$ cat src/rtl/tail_light_seq_if.sv
// tail_light_seq_if: driver requests into the controller and lamp drives out of it.
// BRAKE exists only when TAILLIGHT_BRAKE_EN is defined.
interface tail_light_seq_if #(
    parameter int N_LAMPS = 3
);
    logic LEFT;
    logic RIGHT;
    logic HAZ;
`ifdef TAILLIGHT_BRAKE_EN
    logic BRAKE;
`endif
    logic [N_LAMPS-1:0] left_lamps;
    logic [N_LAMPS-1:0] right_lamps;
    logic [1:0] mode;
    logic step_tick;
`ifdef TAILLIGHT_BRAKE_EN
    modport master (output LEFT, RIGHT, HAZ, BRAKE, input left_lamps, right_lamps, mode, step_tick);
    modport slave (input LEFT, RIGHT, HAZ, BRAKE, output left_lamps, right_lamps, mode, step_tick);
`else
    modport master (output LEFT, RIGHT, HAZ, input left_lamps, right_lamps, mode, step_tick);
    modport slave (input LEFT, RIGHT, HAZ, output left_lamps, right_lamps, mode, step_tick);
`endif
endinterface

$ cat src/rtl/tail_light_seq.sv
// tail_light_seq: sequential tail-light sweep / hazard controller with step prescaler.
// Optional brake overlay enabled by defining TAILLIGHT_BRAKE_EN.
module tail_light_seq #(
    parameter int N_LAMPS  = 3,
    parameter int STEP_DIV = 1
) (
    input logic Clk,
    input logic reset_n,
    tail_light_seq_if.slave bus
);
    localparam int DW = (STEP_DIV > 1) ? $clog2(STEP_DIV) : 1;
    localparam int SW = $clog2(N_LAMPS + 1);
    typedef enum logic [1:0] {IDLE = 2'd0, SWEEP_L = 2'd1, SWEEP_R = 2'd2, FLASH = 2'd3} state_t;
    state_t state, state_nx, req;
    logic [DW-1:0] div_cnt;
    logic [SW-1:0] step, step_nx;
    logic tick;
    logic step_tick_q;
    logic [N_LAMPS-1:0] sweep, left_nx, right_nx, left_q, right_q;
    assign tick = div_cnt == DW'(STEP_DIV - 1);
    always_comb begin
        req = (bus.HAZ || (bus.LEFT && bus.RIGHT)) ? FLASH :
              bus.LEFT ? SWEEP_L : bus.RIGHT ? SWEEP_R : IDLE;
        state_nx = tick ? req : state;
        step_nx = step;
        if (tick)
            step_nx = (req != state || state == IDLE) ? '0 :
                      (state == FLASH) ? SW'(step == '0) :
                      (step == SW'(N_LAMPS)) ? '0 : step + SW'(1);
        sweep = '0;
        for (int i = 0; i < N_LAMPS; i++)
            sweep[i] = i < int'(step_nx);
        left_nx = (state_nx == FLASH) ? {N_LAMPS{step_nx == '0}} :
                  (state_nx == SWEEP_L) ? sweep : '0;
        right_nx = (state_nx == FLASH) ? {N_LAMPS{step_nx == '0}} :
                   (state_nx == SWEEP_R) ? sweep : '0;
`ifdef TAILLIGHT_BRAKE_EN
        // brake lights every side not currently sweeping; hazard flash wins
        if (bus.BRAKE && state_nx != FLASH) begin
            if (state_nx != SWEEP_L) left_nx = '1;
            if (state_nx != SWEEP_R) right_nx = '1;
        end
`endif
    end
    always_ff @(posedge Clk or negedge reset_n) begin
        if (!reset_n) begin
            state <= IDLE;
            step <= '0;
            div_cnt <= '0;
            left_q <= '0;
            right_q <= '0;
            step_tick_q <= 1'b0;
        end else begin
            state <= state_nx;
            step <= step_nx;
            div_cnt <= tick ? '0 : div_cnt + DW'(1);
            left_q <= left_nx;
            right_q <= right_nx;
            step_tick_q <= tick;
        end
    end
    assign bus.left_lamps = left_q;
    assign bus.right_lamps = right_q;
    assign bus.mode = state;
    assign bus.step_tick = step_tick_q;
endmodule

$ cat src/flat_wrapper.sv
// flat-port wrapper written by rule: the top's interface ports become plain ports
module tail_light_seq_flat 
#(
    parameter int N_LAMPS  = 3,
    parameter int STEP_DIV = 1
)
  (Clk, reset_n, bus_LEFT, bus_RIGHT, bus_HAZ, bus_left_lamps, bus_right_lamps, bus_mode, bus_step_tick);
  tail_light_seq_if #(.N_LAMPS(N_LAMPS)) bus_i ();
  input logic Clk;
  input logic reset_n;
  input wire logic [$bits(bus_i.LEFT)-1:0] bus_LEFT;
  input wire logic [$bits(bus_i.RIGHT)-1:0] bus_RIGHT;
  input wire logic [$bits(bus_i.HAZ)-1:0] bus_HAZ;
  output wire logic [$bits(bus_i.left_lamps)-1:0] bus_left_lamps;
  output wire logic [$bits(bus_i.right_lamps)-1:0] bus_right_lamps;
  output wire logic [$bits(bus_i.mode)-1:0] bus_mode;
  output wire logic [$bits(bus_i.step_tick)-1:0] bus_step_tick;
  assign bus_i.LEFT = bus_LEFT;
  assign bus_i.RIGHT = bus_RIGHT;
  assign bus_i.HAZ = bus_HAZ;
  assign bus_left_lamps = bus_i.left_lamps;
  assign bus_right_lamps = bus_i.right_lamps;
  assign bus_mode = bus_i.mode;
  assign bus_step_tick = bus_i.step_tick;
  tail_light_seq #(.N_LAMPS(N_LAMPS), .STEP_DIV(STEP_DIV)) u_core (.Clk(Clk), .reset_n(reset_n), .bus(bus_i));
endmodule
$ cat config.mk
export PLATFORM = sky130hd
export DESIGN_NAME = tail_light_seq_flat
export DESIGN_NICKNAME = d
export VERILOG_FILES = /design/src/rtl/tail_light_seq_if.sv /design/src/rtl/tail_light_seq.sv /design/src/flat_wrapper.sv
export SDC_FILE = /design/constraint.sdc
export NUM_CORES = 1
export LEC_CHECK = 0
export CAP_MARGIN = 5
export CORE_AREA = 2 2 39 41
export DETAILED_ROUTE_END_ITERATION = 16
export DIE_AREA = 0 0 41 43
export PLACE_DENSITY = 0.71
export SYNTH_ARGS = -nofsm -noshare
export SYNTH_HDL_FRONTEND = slang
export SYNTH_SLANG_ARGS = --single-unit
$ cat constraint.sdc
create_clock -name Clk -period 2.2 [get_ports Clk]
set_clock_uncertainty 0.2 [all_clocks]
set_input_delay 0.33 -clock Clk [delete_from_list [all_inputs] [get_ports Clk]]
set_output_delay 0.33 -clock Clk [all_outputs]
set_load 0.01 [all_outputs]
### Sizing map

Scale: 6 px per um.
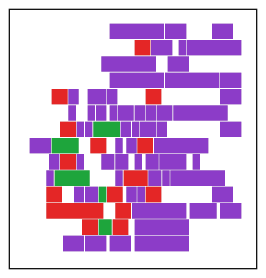
colour	size	cells	share
red	drive 3 to 4	15	19%
purple	drive 1 or less	61	75%
green	drive 2	5	6.2%
Layout area overhead: 43.0%
nonclk buf count: 23
Design Area, Final: 811 um2
setup slack after layout: 0.156 ns

### Routed metal per tile

Scale: 8 px per um. 8 x 9 tiles, from dark purple (low) to yellow (high), scaled to the fullest tile. Values are wire area over tile area, all layers added.
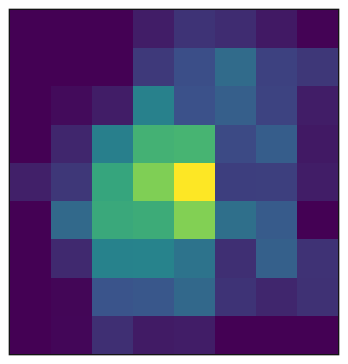
emptiest ninth of the die	north-west
tiles over half the peak	11%
fullest tile	0.47
Total GRT Usage: 15.8%
Routed wire per std cell: 11.4 um
total wire length: 1100 um

### M3 wires

Scale: 8 px per um.
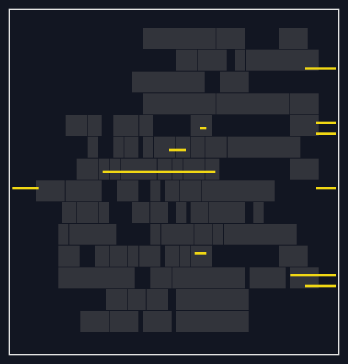
main direction	horizontal
longest straight run	13.8 um
wire length on this layer	39.1 um

==> GITHUB_STEP_SUMMARY <==
## Implementation flow summary

| Metric | Value |
|---|---|
| Area share of and/or/nand/nor cells after synthesis | 16.6% |
| Hold WS | 0.182 ns |
| Mean post-synth cell area | 10.1 um2 |
| Area fraction in mux cells | 0% |
| Status | complete, no violations |
| Combinational Power Share | 25.2% |
| Adder Area Share | 4.42% |
| Crit-path slowest cell | or3b_4 |
| Top power group | sequential cells |
| Fraction of area in registers | 34.0% |
| Synth Area in Compound Gates | 21.6% |
| FFs & Latches | 11 |
| Clock buf/inv share | 3.24% |
| Post-CTS Setup Bufs | 0 |
| Dpl cell area | 776 um2 |
| Chip Area, Yosys | 567 um2 |
| Largest cell class | registers |
| Post-Route Utilization | 58.6% |
| Post-synth EDFFs | 0 |
| Drt drc | 0 |
| Pre-Place Util | 41.0% |
| Clock slew at reported path FFs | 0.07 ns |
| Crit Path Class | reg -> reg |
| Most common cell in the synthesized netlist | dfrtp_1 |
| Worst path top cell family by delay | AND-OR/OR-AND gates |
| Max cap viols | 0 |
[final timing paths]
path | slack, ns | from | to | cells after the start
max | 0.16 | u_core.step[0] | u_core.bus.left_lamps[2] | 6
max in group asynchronous | 1.31 | reset_n | u_core.bus.mode[1] | 1
max reg2reg | 0.16 | u_core.step[0] | u_core.bus.left_lamps[2] | 6
min reg2reg | 0.44 | u_core.bus.mode[1] | u_core.step[0] | 2
min | 0.18 | reset_n | u_core.bus.step_tick | 1
min in group Clk | 0.44 | u_core.bus.mode[1] | u_core.step[0] | 2
[what timing repair did]
item / 4_1_cts / 5_1_grt
gates resized: 0 / 2
hold buffers: 0 / 0
hold endpoints to repair: 0 / 0
endpoints found under the setup margin: 0 / 2
No activity file was given, so power comes from the tool's default toggle rates.
